<file path="config.mk">
export PLATFORM = sky130hd
export DESIGN_NAME = motoro3_gate_driver
export DESIGN_NICKNAME = d
export VERILOG_FILES = /design/src/rtl/motoro3_gate_driver_pkg.sv /design/src/rtl/motoro3_deadtime_phase.sv /design/src/rtl/motoro3_gate_driver.sv
export SDC_FILE = /design/constraint.sdc
export NUM_CORES = 1
export LEC_CHECK = 0
export CORE_MARGIN = 10
export CORE_UTILIZATION = 40
export DETAILED_ROUTE_END_ITERATION = 8
export PLACE_DENSITY = 0.7
export REMOVE_ABC_BUFFERS = 1
export SYNTH_ARGS = -nofsm -noshare
export SYNTH_HDL_FRONTEND = slang
export SYNTH_SLANG_ARGS = --single-unit
</file>
<file path="constraint.sdc">
create_clock -name clk -period 5.4 [get_ports clk]
set_clock_uncertainty 0.1 [all_clocks]
set_input_delay 0.54 -clock clk [delete_from_list [all_inputs] [get_ports clk]]
set_output_delay 0.54 -clock clk [all_outputs]
set_load 0.02 [all_outputs]
</file>
<file path="src/rtl/motoro3_gate_driver_pkg.sv">
// motoro3_gate_driver_pkg
//   Shared definitions for the 3-phase gate driver:
//   - phase FSM state encoding (ST_IDLE / ST_HS / ST_LS)
//   - side encoding remembered across an IDLE gap (SIDE_LS / SIDE_HS)
//   - per-phase request encoding (REQ_OFF / REQ_HS / REQ_LS)
//   - default dead time (DEAD_CYC_DEF, clk cycles)
//   - phase_req(): maps the registered enable/side/pwm bits onto a request
package motoro3_gate_driver_pkg;

  // 20 cycles = 2.0 us at 10 MHz.
  localparam int DEAD_CYC_DEF = 20;

  typedef enum logic [1:0] {
    ST_IDLE = 2'd0,
    ST_HS   = 2'd1,
    ST_LS   = 2'd2
  } phase_st_t;

  typedef enum logic {
    SIDE_LS = 1'b0,
    SIDE_HS = 1'b1
  } side_t;

  typedef enum logic [1:0] {
    REQ_OFF = 2'd0,
    REQ_HS  = 2'd1,
    REQ_LS  = 2'd2
  } req_t;

  // pwm chops the high side only; the low side is held for the whole
  // commutation step so the motor current can recirculate.
  function automatic req_t phase_req(input logic en, input logic e,
                                     input logic h, input logic pwm);
    req_t r;
    r = REQ_OFF;
    if (en && e && h && pwm) begin
      r = REQ_HS;
    end else if (en && e && !h) begin
      r = REQ_LS;
    end
    return r;
  endfunction

endpackage

</file>
<file path="src/rtl/motoro3_deadtime_phase.sv">
// motoro3_deadtime_phase
//   One half-bridge leg: FSM {IDLE, HS, LS} with a dead-time counter and the
//   side that was last driven.  A leg always passes through IDLE between the
//   two sides; the opposite side may only be entered once dcnt has run out,
//   while re-entering the side that was just left needs no wait.
// Ports
//   clk, rst   clock, asynchronous active-high reset
//   req        requested side (REQ_OFF / REQ_HS / REQ_LS)
//   force_off  fault active: go IDLE and hold dcnt at DEAD_CYC
//   hs, ls     registered gate commands
//   st         current FSM state (debug)
module motoro3_deadtime_phase
  import motoro3_gate_driver_pkg::*;
#(
  parameter int DEAD_CYC = DEAD_CYC_DEF,
  parameter int DW       = 8
) (
  input  logic      clk,
  input  logic      rst,
  input  req_t      req,
  input  logic      force_off,
  output logic      hs,
  output logic      ls,
  output phase_st_t st
);

  localparam logic [DW-1:0] DEAD_LD = DW'(DEAD_CYC);

  logic [DW-1:0] dcnt;
  logic [DW-1:0] dcnt_n;
  side_t         last_side;
  side_t         last_n;
  phase_st_t     st_n;
  logic          hs_n;
  logic          ls_n;

  // State register.  Gates are registered from the next-state decode so a
  // gate flop always changes on the same edge as the state it reflects.
  always_ff @(posedge clk or posedge rst) begin
    if (rst) begin
      st        <= ST_IDLE;
      dcnt      <= '0;
      last_side <= SIDE_LS;
      hs        <= 1'b0;
      ls        <= 1'b0;
    end else begin
      st        <= st_n;
      dcnt      <= dcnt_n;
      last_side <= last_n;
      hs        <= hs_n;
      ls        <= ls_n;
    end
  end

  // Next-state logic.
  always_comb begin
    st_n   = st;
    dcnt_n = dcnt;
    last_n = last_side;
    if (force_off) begin
      // Held at full dead time for as long as the fault lasts, so the first
      // opposite-side turn-on after the clear still waits the full gap.
      st_n   = ST_IDLE;
      dcnt_n = DEAD_LD;
      if (st == ST_HS) last_n = SIDE_HS;
      if (st == ST_LS) last_n = SIDE_LS;
    end else begin
      case (st)
        ST_HS: begin
          if (req != REQ_HS) begin
            st_n   = ST_IDLE;
            dcnt_n = DEAD_LD;
            last_n = SIDE_HS;
          end
        end
        ST_LS: begin
          if (req != REQ_LS) begin
            st_n   = ST_IDLE;
            dcnt_n = DEAD_LD;
            last_n = SIDE_LS;
          end
        end
        default: begin
          if (req == REQ_HS && (dcnt == '0 || last_side == SIDE_HS)) begin
            st_n = ST_HS;
          end else if (req == REQ_LS && (dcnt == '0 || last_side == SIDE_LS)) begin
            st_n = ST_LS;
          end else if (dcnt != '0) begin
            dcnt_n = dcnt - DW'(1);
          end
        end
      endcase
    end
  end

  // Output decode of the next state.
  always_comb begin
    hs_n = (st_n == ST_HS);
    ls_n = (st_n == ST_LS);
  end

endmodule

</file>
<file path="src/rtl/motoro3_gate_driver.sv">
// motoro3_gate_driver
//   Turns the commutation state machine's per-phase enable / side requests
//   and the chopping pwm into six registered gate commands with dead time,
//   and latches over-current and illegal-command faults (all gates off).
//   Optional macro: MOTORO3_FLT_CNT_EN adds a saturating fault-event counter
//   on flt_cnt; without it flt_cnt is tied to 0.
// Ports
//   clk, rst                 10 MHz clock, asynchronous active-high reset
//   en                       gate enable (0 = all phases OFF)
//   pwm                      chopping signal, high side only
//   aE/bE/cE                 phase enables
//   aH1_L0/bH1_L0/cH1_L0     1 = high side, 0 = low side
//   flt                      external over-current, asynchronous, active-high
//   flt_clr                  single-cycle fault clear request
//   aHs..cLs                 gate commands, 1 = switch on
//   flt_lat                  sticky fault flag
//   flt_src                  bit0 external fault, bit1 command error (sticky)
//   flt_cnt                  fault-latch event count (macro build only)
//   dbg_st                   {c, b, a} phase FSM states, 2 bits each
module motoro3_gate_driver
  import motoro3_gate_driver_pkg::*;
#(
  parameter int DEAD_CYC = DEAD_CYC_DEF,
  parameter int DW       = 8,
  parameter int FCNT_W   = 16
) (
  input  logic              clk,
  input  logic              rst,
  input  logic              en,
  input  logic              pwm,
  input  logic              aE,
  input  logic              bE,
  input  logic              cE,
  input  logic              aH1_L0,
  input  logic              bH1_L0,
  input  logic              cH1_L0,
  input  logic              flt,
  input  logic              flt_clr,
  output logic              aHs,
  output logic              aLs,
  output logic              bHs,
  output logic              bLs,
  output logic              cHs,
  output logic              cLs,
  output logic              flt_lat,
  output logic [1:0]        flt_src,
  output logic [FCNT_W-1:0] flt_cnt,
  output logic [5:0]        dbg_st
);

  // Stage 1: input registers and flt synchroniser.
  logic       en_q;
  logic       pwm_q;
  logic [2:0] e_q;
  logic [2:0] h_q;
  logic       flt_s1;
  logic       flt_s2;
  logic       flt_s2_d;

  always_ff @(posedge clk or posedge rst) begin
    if (rst) begin
      en_q     <= 1'b0;
      pwm_q    <= 1'b0;
      e_q      <= '0;
      h_q      <= '0;
      flt_s1   <= 1'b0;
      flt_s2   <= 1'b0;
      flt_s2_d <= 1'b0;
    end else begin
      en_q     <= en;
      pwm_q    <= pwm;
      e_q      <= {cE, bE, aE};
      h_q      <= {cH1_L0, bH1_L0, aH1_L0};
      flt_s1   <= flt;
      flt_s2   <= flt_s1;
      flt_s2_d <= flt_s2;
    end
  end

  // Per-phase requests and command-error check.
  req_t       req [3];
  logic [2:0] hs_req;
  logic [2:0] ls_req;
  logic       cmd_err;
  logic       flt_rise;
  logic       fault_set;
  logic       clr_ok;
  logic       force_off;

  always_comb begin
    for (int i = 0; i < 3; i++) begin
      req[i]    = phase_req(en_q, e_q[i], h_q[i], pwm_q);
      hs_req[i] = (req[i] == REQ_HS);
      ls_req[i] = (req[i] == REQ_LS);
    end
  end

  always_comb begin
    // v & (v - 1) is non-zero exactly when more than one bit of v is set.
    cmd_err   = (|(hs_req & (hs_req - 3'd1))) | (|(ls_req & (ls_req - 3'd1)));
    flt_rise  = flt_s2 & ~flt_s2_d;
    fault_set = flt_rise | cmd_err;
    clr_ok    = flt_clr & ~flt_s2 & ~cmd_err;
    // fault_set is included so an illegal pattern never reaches the gates,
    // not even for the one cycle before flt_lat is set.
    force_off = flt_lat | fault_set;
  end

  // Fault latch: a new set always wins over a clear.
  always_ff @(posedge clk or posedge rst) begin
    if (rst) begin
      flt_lat <= 1'b0;
      flt_src <= 2'b00;
    end else if (fault_set) begin
      flt_lat <= 1'b1;
      flt_src <= flt_src | {cmd_err, flt_rise};
    end else if (clr_ok) begin
      flt_lat <= 1'b0;
      flt_src <= 2'b00;
    end
  end

`ifdef MOTORO3_FLT_CNT_EN
  logic [FCNT_W-1:0] cnt;

  // Counts 0->1 transitions of flt_lat; only rst clears it.
  always_ff @(posedge clk or posedge rst) begin
    if (rst) begin
      cnt <= '0;
    end else if (fault_set && !flt_lat && cnt != '1) begin
      cnt <= cnt + FCNT_W'(1);
    end
  end

  assign flt_cnt = cnt;
`else
  assign flt_cnt = '0;
`endif

  // Three dead-time legs.
  logic [2:0] hs_o;
  logic [2:0] ls_o;
  phase_st_t  st_o [3];

  for (genvar i = 0; i < 3; i++) begin : g_ph
    motoro3_deadtime_phase #(
      .DEAD_CYC (DEAD_CYC),
      .DW       (DW)
    ) u_ph (
      .clk       (clk),
      .rst       (rst),
      .req       (req[i]),
      .force_off (force_off),
      .hs        (hs_o[i]),
      .ls        (ls_o[i]),
      .st        (st_o[i])
    );
  end

  assign aHs    = hs_o[0];
  assign aLs    = ls_o[0];
  assign bHs    = hs_o[1];
  assign bLs    = ls_o[1];
  assign cHs    = hs_o[2];
  assign cLs    = ls_o[2];
  assign dbg_st = {st_o[2], st_o[1], st_o[0]};

endmodule

</file>
**Run 1: PDN straps and rails**

Bar = 20 um. Pins as bars on the die edge.
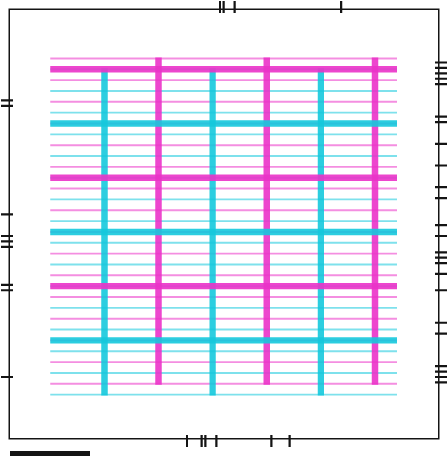
magenta -> VDD
cyan -> VSS
met4 straps = 6
signal pins = 43
rows = 31
met1 rails = 32
largest voltage drop on the vdd net: 0.152 mV
Die Span X: 107 um
Die Ht: 107 um
core area: 0.00733 mm^2

**Run 1: cell classes on the final placement**

Bar = 20 um.
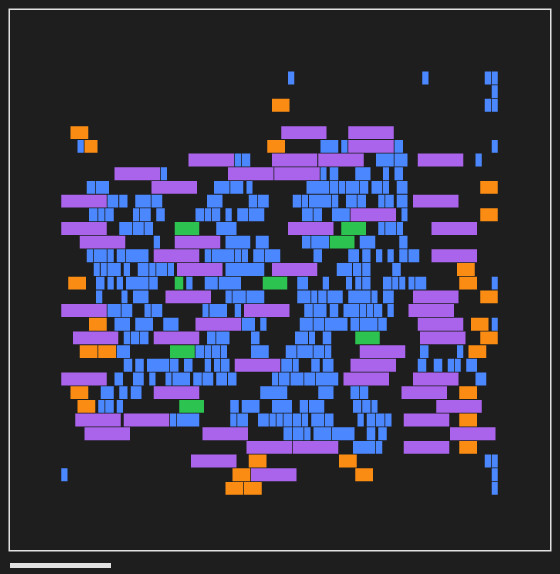
orange -> remaining buffers and delay cells  # cells 27, share of their area 8.1%
green -> clock drivers and dummy loads  # cells 8, share of their area 3.1%
purple -> sequential cells  # cells 53, share of their area 40%
blue -> combinational and other logic  # cells 273, share of their area 49%
count of standard-cell rows: 31
share of the final layout cell area in sequential cells: 0.386
final core occ: 0.468
finished layout cell area: 0.00343 mm^2

**Run 1: routed clock nets over the placement**

Bar = 20 um.
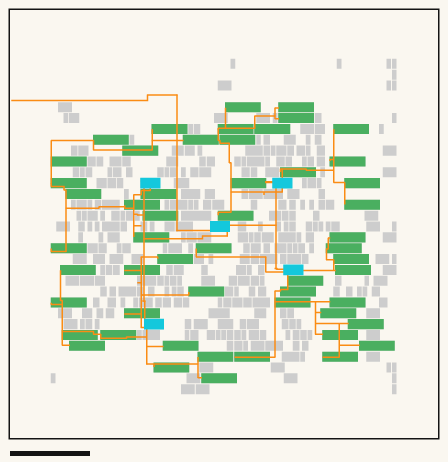
green -> flip-flops  # count 53
orange -> clock wires  # length 687 um
cyan -> clock drivers  # count 5
routed clock nets = 6
Clk power: 245 uW
later-pin clock latency in the skew report: 0.31 ns
clock group share of total power: 0.244

**Run 1: signal wires by layer**

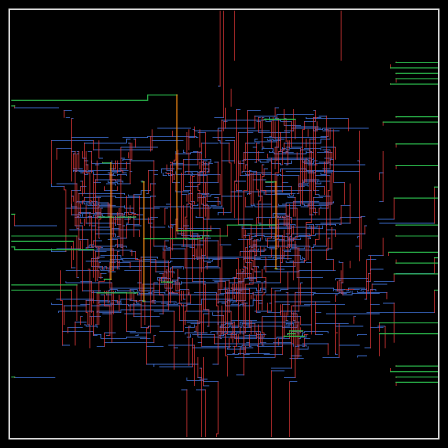
orange -> metal 4  # wire length 115 um
green -> metal 3  # wire length 455 um
blue -> metal 1  # wire length 2940 um
red -> metal 2  # wire length 3090 um
Post-Route WL: 6600 um
wire length per cell after detailed routing: 14.3 um
total number of vias: 2480
GRT Overall Usage: 0.120

==> run notes, run 1 <==
Implementation status.

- The estimated wirelength of the detail-placed design is 4760 um.
- According to the timing report, the critical path is captured at g_ph[2].u_ph.dcnt[6]$_DFFE_PP0P_.
- The global-route congestion overflow total is 0.
- The mapped cell area is around 0.0031 mm^2.
- The most frequently used library cell after synthesis is dfrtp_1.
- The number of multi-input combinational cells in the layout is between 200 and 300.
- Looking at the cell usage after synthesis, the top flip-flop cell is dfrtp_1.
- The flow ran to the end, and the final reports show no timing, DRC or antenna violations.
- The setup slack after placement is around 2.8 ns.
- The critical path endpoint has a required time of roughly 5.5 ns.
- The xor and xnor area share after synthesis is 0.00287.
- Per the run report, area growth between synthesis and finish was 12.5%.
- OpenSTA lists the critical path startpoint as pwm_q$_DFF_PP0_.
- According to the Yosys statistics, the synthesized design has a chip area of about 0.0031 mm^2.
- STA classifies the critical path startpoint as a flop.
- In the final layout, the registers with the most flip-flops are g_ph.u_ph.dcnt: 24 flops, g_ph.u_ph.st: 6 flops.
- For the worst min-delay path, the startpoint reported by OpenROAD is flt_s1$_DFF_PP0_.
- Yosys attributes the largest share of cell area to dfrtp_1 43%, a21oi_1 5.1%, ha_1 4.9%, buf_4 3.9%, nand2_1 3.7%.
- The number of buffers created by CTS is 5.
- The synthesized netlist contains approximately 55 unique library cells.
- The share of total power dissipated in combinational logic is 0.272.
- The total of warnings raised by yosys is 0.
- The non-clock inverters instantiated in the layout total 23.
- Detailed placement reports a standard cell area of 0.00333 mm^2.
- The sequential cell area in the final layout is roughly 0.0013 mm^2.
- The count of nets left with antenna violations once routing finished came out at 0.
- TritonCTS built the clock tree.
- In the per-layer breakdown of the detailed-route log, met1 shows about 2900 um.
- The cell at the root of the clock tree is clkbuf_8.
- The main logic family after synthesis is simple AND/OR/NAND/NOR gates.
- The critical path is of the reg2reg type.
- Looking at the post-CTS report, the setup buffer insertion count equals 0.
- The layout report lists the non-clock buffer share of cell area as 0.0780.
- For the combinational group, total power comes out at between 200 and 300 uW.
- Averaged over all synthesized cells, the footprint is between 9 and 10 um^2.
- The capturing element type of the critical path is a flop.
- Per the post-synthesis report, the number of cells in the design is 338.
- The count of unresolved DRC violations after routing is 0.
- The number of search-and-repair iterations in the first detailed-routing pass is 4.
- Per the final report, the share of cell area in clock cells is 0.0295.
- The sequential element share of the synthesized area is 0.435.
- Final hold analysis gives a worst-case slack of between 0.2 and 0.3 ns.
- Measured in cells, the most critical reg-to-reg path has a length of 5.
- Power attributed to sequential cells is approximately 490 uW.
- For this run, global-route usage on met3 was measured as 0.0335.
- The share of power burned in registers is 0.484.
- The maximum root-to-sink buffer count is 2.
- The number of placed instances with taps included is between 400 and 500.
- The basic-gate share of the synthesized area counting and, or, nand and nor cells is 0.233.
- The worst-margin pin slew is 0.826 ns.
- The wire length of the first global-routing pass is 11600 um.
- In this run the static leakage power is between 0.001 and 0.0015 uW.
- CTS built an H-tree with a depth of 2.
- For this run, global-route usage on met2 was measured as 0.202.
- Derived from the worst setup path, the maximum achievable clock frequency is 395 MHz.
- The async set-reset flop share out of synthesis is 1.00.
- The via count of the first global-routing pass is roughly 2.5k.
- The number of flip-flops in the largest register is 24.
- Per the timing report, the biggest fanout along the worst path comes to 27.
- After synthesis, the most frequently instantiated cells are 53 x dfrtp_1, 31 x a21oi_1, 30 x nand2_1.
- The post-synthesis sequential element count is 53.
- The final worst-path setup slack is around 2.9 ns.
- The number of enable-type register cells in the synthesized netlist is 0.
- The total number of nets in the final design is roughly 380.
- Across all register-to-register paths, the minimum setup slack is approximately 2.9 ns.
- In the final layout, the share of cells above drive strength 1 is 0.0554.
- After detailed routing, the met3 layer carries 455 um of wire.
- The ratio of routed vias to standard cells is roughly 5.4.
- In this run the top signal layer used is met4.
- In this run, the synthesized area fraction spent on adder and majority cells is recorded as 0.0492.
- The number of warnings the tools reported is 31.
- Per the synthesis report, the AND-OR/OR-AND share of the synthesized area is 0.175.
- For reference, the mux area share after synthesis is 0.0197.
- The final count of negative-setup-slack endpoints is 0.
- The top power group is sequential cells.
- The number of gates given a new drive strength after cts is 0.
- The signal arrival time at the worst endpoint is around 2.7 ns.
- The endpoint of the worst-slack reg-to-reg timing path is g_ph[2].u_ph.dcnt[6]$_DFFE_PP0P_.
- Looking at the reg2reg group, the worst path starts from pwm_q$_DFF_PP0_.
- The multi-input logic portion of the cell area is 0.445.
- After clock tree synthesis, the clock-pin slew on the worst setup and hold paths is around 0.090 ns.
- The number of hold violations in the final report is 0.
- The chip occupies ~0.012 mm^2.
- The number of sequential cells is 53.
- The yosys stat cell total is between 300 and 400.
- Per STA, the worst path is made up of and3_1, o211ai_1, nand4_2, or3_1, o22ai_1.
- The switching component of the power was reported as 337 uW.
- The number of maximum-capacitance violations recorded for the run is 0.
- Of the available clock period, the critical path in the final layout requires 0.468.
- Cell internal power was estimated by the tool at 665 uW.
- The count of boundary I/O pins is 43.
- The switching portion of total power comes to 0.336.
- Tap insertion was completed with a little under 100 tapcells.
- Per the final report, max-transition violations number 0.
- The DRC violation total after the first TritonRoute iteration is 130.
- Across all checked pins, the minimum headroom to the slew limit is 0.448.
- The final RePlAce weighted congestion is 0.814.
- The worst hold-check path type is reg2reg.
- Counting the clock-network buffers in the layout gives 7.
- The dominant cell type by area after synthesis is dfrtp_1.
- In the floorplan report the effective utilization is 0.416.
- The count of filler cells inserted in the layout is approximately 700.
- The top-area cell type share of the netlist area is 0.435.
- In this run the tool buffered the top-level ports with 26 buffer cells.
**Run 1: congestion heat map**

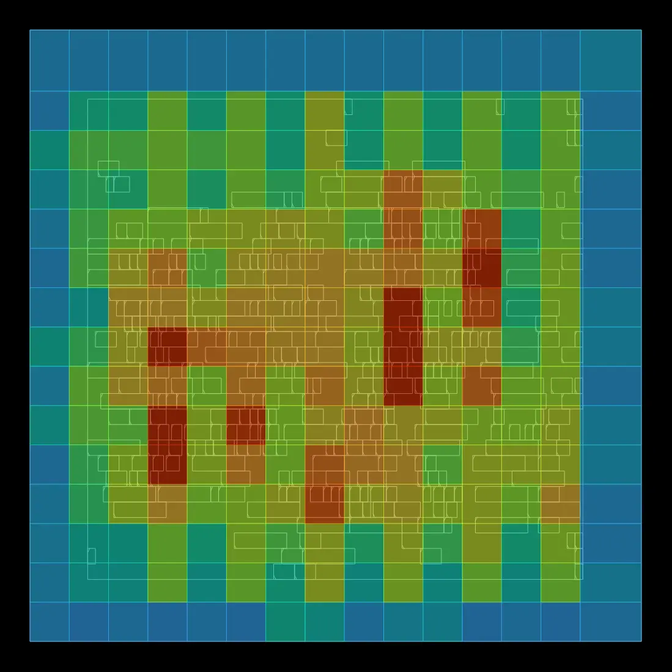

--- run 2 (diff from run 1) ---
clock period = 2.5 ns   (was 5.4 ns; I/O delays follow)
**Run 2: congestion heat map**

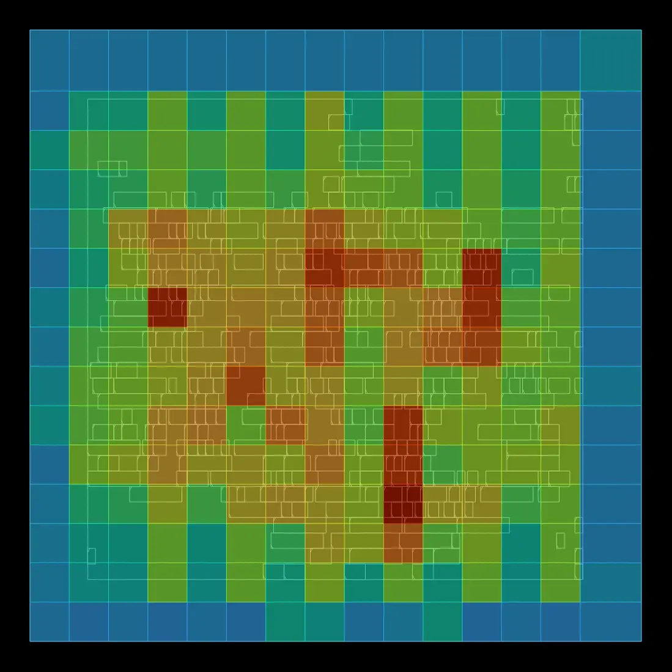
GR Util met2: 0.189
GRT Overall Usage: 0.117

==> run notes, run 2 <==
Implementation status.

- The clock distribution area overhead in the final layout is 0.0341 (was 0.0295).
- The number of flip-flops in the largest register is 24 (unchanged).
- The number of well-tap cells placed is 99 (unchanged).
- The met3 wire length is 530 um (was 455 um).
- The number of enable-type register cells in the synthesized netlist is 0 (unchanged).
- The later-pin clock latency in the skew report is 0.31 ns (about the same).
- The number of placed instances with taps included was 460 (was 452).
- Run status: completed (unchanged).
- The fraction of layout cells with a size suffix above 1 is 0.0759 (was 0.0554).
- The switching component of the power is 740 uW (was 337 uW).
- The share of power burned in registers is 0.461 (was 0.484).
- The power of the clock network is 609 uW (was 245 uW).
- The number of search-and-repair iterations in the first detailed-routing pass is 4 (unchanged).
- The multi-input logic portion of the cell area is 0.433 (was 0.445).
- The met3 usage in global routing is 0.0269 (was 0.0335).
- The top-area cell type share of the netlist area came to 0.435 (unchanged).
- The tally of buffers added on design ports came to 26 (unchanged).
- The ratio of routed vias to standard cells came to 5.33 (was 5.39).
- The height of the chip is 107 um (unchanged).
- The count of final max-slew check failures came to 0 (unchanged).
- The final RePlAce weighted congestion is 0.904 (was 0.814).
- The TritonCTS clock tree is done (unchanged).
- The async set-reset flop share out of synthesis is 1.00 (unchanged).
- The count of boundary I/O pins is 43 (unchanged).
- The number of sequential cells is 53 (unchanged).
- The maximum root-to-sink buffer count is 2 (unchanged).
- The standby leakage power is 0.00149 uW (was 0.00144 uW).
- The count of filler cells inserted in the layout is 712 (was 699).
- The number of buffers created by CTS is 5 (unchanged).
- The number of gates given a new drive strength after cts is 0 (unchanged).
- The required time at the endpoint of the critical path is 2.62 ns (was 5.53 ns).
- The count of non-CTS inverters in the layout is 23 (unchanged).
- The total number of nets in the final design is 392 (was 384).
- The total of warnings raised by yosys is 0 (unchanged).
- The final count of negative-setup-slack endpoints came to 0 (unchanged).
- The sequential cell area share is 0.376 (was 0.386).
- The achievable clock frequency is 446 MHz (was 395 MHz).
- The clock group share of total power is 0.268 (was 0.244).
- The launching element of the worst setup path is g_ph[2].u_ph.st[0]$_DFF_PP0_ (was pwm_q$_DFF_PP0_).
- The number of antenna violations at the first check in global routing was 0 (unchanged).
- The depth of the most critical reg-to-reg path is 6 (was 5).
- The post-detailed-placement cell area is 0.00340 mm^2 (was 0.00333 mm^2).
- The xor and xnor area share after synthesis is 0.00287 (unchanged).
- The worst hold-check path type is in2async (was reg2reg).
- The global-route congestion overflow total came to 0 (unchanged).
- The post-synthesis sequential element count is 53 (unchanged).
- The count of unresolved DRC violations after routing was 0 (unchanged).
- The number of warnings the tools reported is 31 (unchanged).
- The synthesized area per cell came to 9.03 um^2 (unchanged).
- The capturing element type of the critical path was a flop (unchanged).
- The signal arrival time at the worst endpoint is 2.36 ns (was 2.66 ns).
- The antenna violation net count after detailed routing is 0 (unchanged).
- The basic-gate share of the synthesized area counting and, or, nand and nor cells is 0.233 (unchanged).
- The number of cells produced by synthesis was 338 (unchanged).
- The cell with the most instances after synthesis is dfrtp_1 (unchanged).
- The largest vdd supply drop was 0.269 mV (was 0.152 mV).
- The busiest metal layer after global routing is met2 (unchanged).
- The number of hold violations in the final report is 0 (unchanged).
- The number of distinct library cells after synthesis is 55 (unchanged).
- The placeable core area is 0.00733 mm^2 (unchanged).
- The critical path launch point type was a flop (unchanged).
- The synthesis-to-layout area growth is 15.5% (was 12.5%).
- The wire length of the first global-routing pass is 11400 um (was 11600 um).
- The number of clock buffer instances in the layout came to 6 (was 7).
- The number of violations of the max-capacitance limit was 0 (unchanged).
- The number of multi-input combinational cells in the layout came to 250 (unchanged).
- The capture point of the critical path is g_ph[2].u_ph.dcnt[3]$_DFFE_PP0P_ (was g_ph[2].u_ph.dcnt[6]$_DFFE_PP0P_).
- The dominant synthesized flop cell is dfrtp_1 (unchanged).
- The highest net fanout along the worst path was 11 (was 27).
- Most area-consuming cells after synthesis: dfrtp_1 43%, a21oi_1 5.1%, ha_1 4.9%, buf_4 3.9%, nand2_1 3.7% (unchanged).
- The final worst-path setup slack was 0.256 ns (was 2.87 ns).
- Top cells by count, synth: 53 x dfrtp_1, 31 x a21oi_1, 30 x nand2_1 (unchanged).
- The mux cell area share after synthesis is 0.0197 (unchanged).
- The number of buffers inserted by post-CTS setup repair came to 0 (unchanged).
- The via count was 2496 (was 2480).
- The adder and majority cell fraction of the synthesized area is 0.0492 (unchanged).
- The cell at the root of the clock tree is clkbuf_8 (unchanged).
- The total routed wirelength is 6530 um (was 6600 um).
- The mapped cell area is 0.00305 mm^2 (unchanged).
- The DRC violation total after the first TritonRoute iteration was 182 (was 130).
- The main logic family after synthesis is simple AND/OR/NAND/NOR gates (unchanged).
- The chip area estimate from yosys synthesis is 0.00305 mm^2 (unchanged).
- The x dimension of the die was 107 um (unchanged).
- The sequential cell area in the final layout is 0.00133 mm^2 (unchanged).
- The worst-margin pin slew is 0.668 ns (was 0.826 ns).
- Top flop regs: g_ph.u_ph.dcnt: 24 flops, g_ph.u_ph.st: 6 flops (unchanged).
- The dominant cell type by area after synthesis is dfrtp_1 (unchanged).
- The top power group is sequential cells (unchanged).
- The number of standard-cell rows in the floorplan came to 31 (unchanged).
- The via count of the first global-routing pass is 2500 (was 2471).
- Critical path, cell by cell: inv_1, ha_1, buf_4, a211o_1, or2_2, o32ai_1 (was and3_1, o211ai_1, nand4_2, or3_1, o22ai_1).
- The fraction of area in non-clock buffers is 0.0966 (was 0.0780).
- The endpoint of the worst-slack reg-to-reg timing path is g_ph[2].u_ph.dcnt[3]$_DFFE_PP0P_ (was g_ph[2].u_ph.dcnt[6]$_DFFE_PP0P_).
- The setup slack on the worst flop-to-flop path came to 0.26 ns (was 2.87 ns).
- The internal portion of total power was 1530 uW (was 665 uW).
- The final worst-path cycle share is 0.898 (was 0.468).
- The sequential element share of the synthesized area is 0.435 (unchanged).
- The CTS H-tree depth came to 2 (unchanged).
- The combinational power is 618 uW (was 272 uW).
- The worst relative slew slack came to 0.554 (was 0.448).
- The total die area is 0.0115 mm^2 (unchanged).
- The fraction of the mapped netlist area in compound gates is 0.175 (unchanged).
- The setup slack after placement is 0.268 ns (was 2.84 ns).
- The origin of the critical flop-to-flop path is g_ph[2].u_ph.st[0]$_DFF_PP0_ (was pwm_q$_DFF_PP0_).
- The switching share of total power is 0.325 (was 0.336).
**Run 2: cell classes on the final placement**

Bar = 20 um.
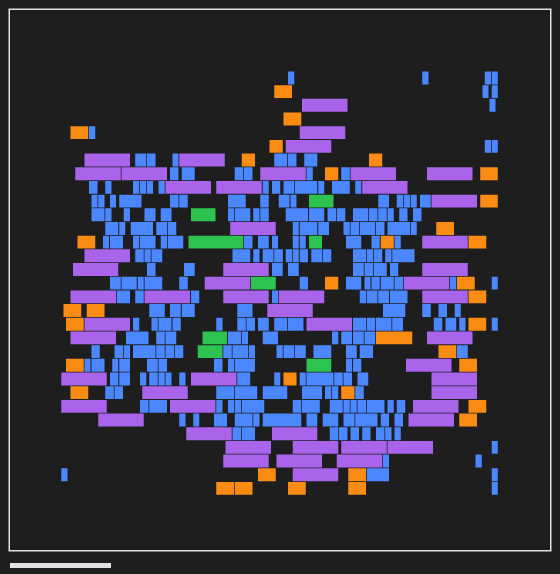
orange -> remaining buffers and delay cells  # cells 35, share of their area 10%
green -> clock drivers and dummy loads  # cells 8, share of their area 3.5%
blue -> combinational and other logic  # cells 273, share of their area 47%
purple -> sequential cells  # cells 53, share of their area 39%
final core occ: 0.481
finished layout cell area: 0.00352 mm^2

**Run 2: routed clock nets over the placement**

Bar = 20 um.
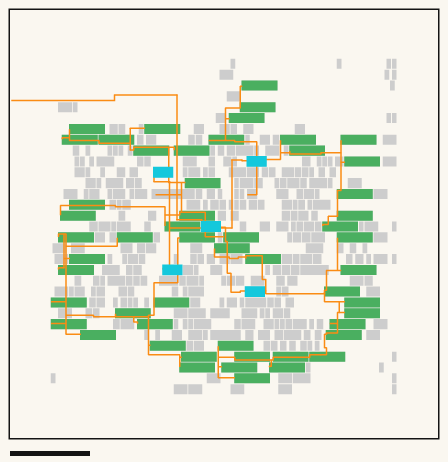

--- run 3 (diff from run 2) ---
CORE_ASPECT_RATIO = 1.4   (was default)
clock period = 2.2 ns   (was 2.5 ns; I/O delays follow)
**Run 3: routed clock nets over the placement**

Bar = 20 um.
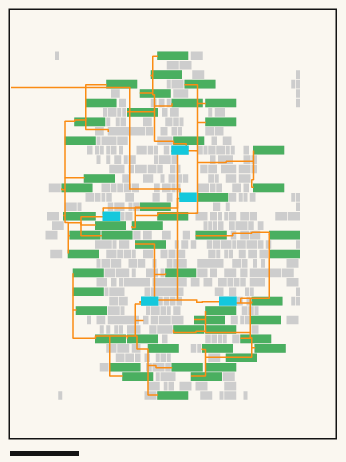
clock group share of total power: 0.249
Clk power: 653 uW

==> run notes, run 3 <==
Implementation status.

- The signal arrival time at the worst endpoint is 2.35 ns (was 2.36 ns).
- The CTS clock-pin slew for the worst setup and hold paths is 0.09 ns (about the same).
- The worst hold-check path type was in2async (unchanged).
- The busiest metal layer after global routing is met2 (unchanged).
- The met3 usage in global routing came to 0.0327 (was 0.0269).
- The number of clock buffer instances in the layout is 5 (was 6).
- The final count of negative-setup-slack endpoints was 6 (was 0).
- The fraction of the mapped netlist area in compound gates is 0.175 (unchanged).
- The count of boundary I/O pins was 43 (unchanged).
- The basic-gate share of the synthesized area counting and, or, nand and nor cells was 0.233 (unchanged).
- The CTS H-tree depth is 2 (unchanged).
- The number of placed instances with taps included came to 464 (was 460).
- The achievable clock frequency is 446 MHz (about the same).
- The worst setup path category is reg2reg (unchanged).
- The checks that failed: negative setup slack.
- Critical path, cell by cell: inv_2, ha_4, or4b_4, nor4_4, buf_4, a2111oi_4, a21bo_2, a21oi_2 (was inv_1, ha_1, buf_4, a211o_1, or2_2, o32ai_1).
- The sequential cell area in the final layout is 0.00133 mm^2 (about the same).
- The met1 layer wirelength in the final routing came to 2780 um (was 2890 um).
- The sequential element share of the synthesized area is 0.435 (unchanged).
- The TritonCTS clock tree is done (unchanged).
- The number of flip-flops in the largest register is 24 (unchanged).
- The total die area was 0.0116 mm^2 (was 0.0115 mm^2).
- The number of standard-cell rows in the floorplan is 37 (was 31).
- The endpoint of the worst-slack reg-to-reg timing path is g_ph[1].u_ph.dcnt[3]$_DFFE_PP0P_ (was g_ph[2].u_ph.dcnt[3]$_DFFE_PP0P_).
- The post-route setup TNS came to -0.146 ns (was 0 ns).
- The largest vdd supply drop was 0.367 mV (was 0.269 mV).
- Top flop regs: g_ph.u_ph.dcnt: 24 flops, g_ph.u_ph.st: 6 flops (unchanged).
- The worst relative slew slack is 0.623 (was 0.554).
- The share of power burned in registers is 0.452 (was 0.461).
- The fraction of layout cells with a size suffix above 1 is 0.130 (was 0.0759).
- The internal portion of total power is 1750 uW (was 1530 uW).
- The depth of the most critical reg-to-reg path is 8 (was 6).
- The capturing element type of the critical path was a flop (unchanged).
- The number of non-clock buffers in the layout was 45 (was 35).
- The setup slack after placement was 0.0220 ns (was 0.268 ns).
- The total non-filler cell area in the finished layout is 0.00365 mm^2 (was 0.00352 mm^2).
- The topmost layer with routed signal wires was met4 (unchanged).
- The highest net fanout along the worst path is 8 (was 11).
- The height of the chip came to 123 um (was 107 um).
- The required time at the endpoint of the critical path was 2.30 ns (was 2.62 ns).
- The count of final max-slew check failures is 0 (unchanged).
- The clock distribution area overhead in the final layout was 0.0284 (was 0.0341).
- The dominant cell type by area after synthesis was dfrtp_1 (unchanged).
- The top-area cell type share of the netlist area is 0.435 (unchanged).
- The async set-reset flop share out of synthesis was 1.00 (unchanged).
- The adder and majority cell fraction of the synthesized area came to 0.0492 (unchanged).
- The mux cell area share after synthesis is 0.0197 (unchanged).
- The number of well-tap cells placed is 97 (was 99).
- The via count of the first global-routing pass came to 2533 (was 2500).
- The synthesis-to-layout area growth is 19.7% (was 15.5%).
- The total of warnings raised by yosys was 0 (unchanged).
- Run status: complete, but fails checks (was completed).
- The number of buffers inserted by post-CTS setup repair is 0 (unchanged).
- The count of non-CTS inverters in the layout is 23 (unchanged).
- The ratio of routed vias to standard cells is 5.42 (was 5.33).
- The cell with the most instances after synthesis is dfrtp_1 (unchanged).
- The met3 wire length was 385 um (was 530 um).
- The final worst-path cycle share came to 1.02 (was 0.898).
- The x dimension of the die is 93.8 um (was 107 um).
- The xor and xnor area share after synthesis was 0.00287 (unchanged).
- The wire length of the first global-routing pass is 11700 um (was 11400 um).
- The total sequential power is 1190 uW (was 1050 uW).
- The sequential cell area share is 0.363 (was 0.376).
- The standby leakage power was 0.00153 uW (was 0.00149 uW).
- The multi-input logic portion of the cell area came to 0.441 (was 0.433).
- The estimated wirelength of the detail-placed design is 5220 um (was 4940 um).
- The setup slack on the worst flop-to-flop path came to -0.04 ns (was 0.26 ns).
- The worst-margin pin slew came to 0.566 ns (was 0.668 ns).
- The number of gates given a new drive strength after cts is 0 (unchanged).
- Most area-consuming cells after synthesis: dfrtp_1 43%, a21oi_1 5.1%, ha_1 4.9%, buf_4 3.9%, nand2_1 3.7% (unchanged).
- The capture point of the critical path was g_ph[1].u_ph.dcnt[3]$_DFFE_PP0P_ (was g_ph[2].u_ph.dcnt[3]$_DFFE_PP0P_).
- The top power group is sequential cells (unchanged).
- The number of search-and-repair iterations in the first detailed-routing pass is 5 (was 4).
- The number of clock sinks seen by CTS is 53 (unchanged).
- The number of sequential cells is 53 (unchanged).
- The DRC violation total after the first TritonRoute iteration is 112 (was 182).
- The synthesized area per cell was 9.03 um^2 (unchanged).
- The placeable core area is 0.00741 mm^2 (was 0.00733 mm^2).
- The mapped cell area is 0.00305 mm^2 (unchanged).
- The number of distinct library cells after synthesis is 55 (unchanged).
- The count of filler cells inserted in the layout is 676 (was 712).
- The combinational cell fraction of total power came to 0.300 (was 0.272).
- The antenna violation net count after detailed routing is 0 (unchanged).
- The final RePlAce weighted congestion came to 0.861 (was 0.904).
- The core occupancy in the finished layout was 0.493 (was 0.481).
- The switching component of the power is 881 uW (was 740 uW).
- The number of enable-type register cells in the synthesized netlist is 0 (unchanged).
- The combinational power is 788 uW (was 618 uW).
- The final worst-path setup slack was -0.0444 ns (was 0.256 ns).
- Top cells by count, synth: 53 x dfrtp_1, 31 x a21oi_1, 30 x nand2_1 (unchanged).
- The number of antenna violations at the first check in global routing came to 0 (unchanged).
- The launching element of the worst setup path is g_ph[1].u_ph.dcnt[0]$_DFFE_PP0P_ (was g_ph[2].u_ph.st[0]$_DFF_PP0_).
- The number of warnings the tools reported is 32 (was 31).
- The number of cells produced by synthesis is 338 (unchanged).
- The post-synthesis sequential element count is 53 (unchanged).
- The maximum root-to-sink buffer count is 2 (unchanged).
- The number of violations of the max-capacitance limit is 0 (unchanged).
- The total number of nets in the final design is 402 (was 392).
- The main logic family after synthesis was simple AND/OR/NAND/NOR gates (unchanged).
- The cell at the root of the clock tree is clkbuf_8 (unchanged).
**Run 3: signal wires by layer**

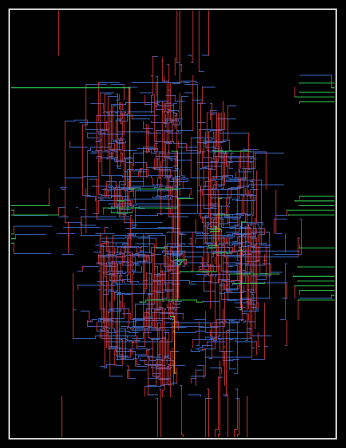
blue -> metal 1  # wire length 2780 um
red -> metal 2  # wire length 3750 um
green -> metal 3  # wire length 385 um
orange -> metal 4  # wire length 129 um
total number of vias: 2575
GRT Overall Usage: 0.122
Post-Route WL: 7050 um
wire length per cell after detailed routing: 14.8 um

Power figures rest on the tool's default switching activity, not on a simulated workload.
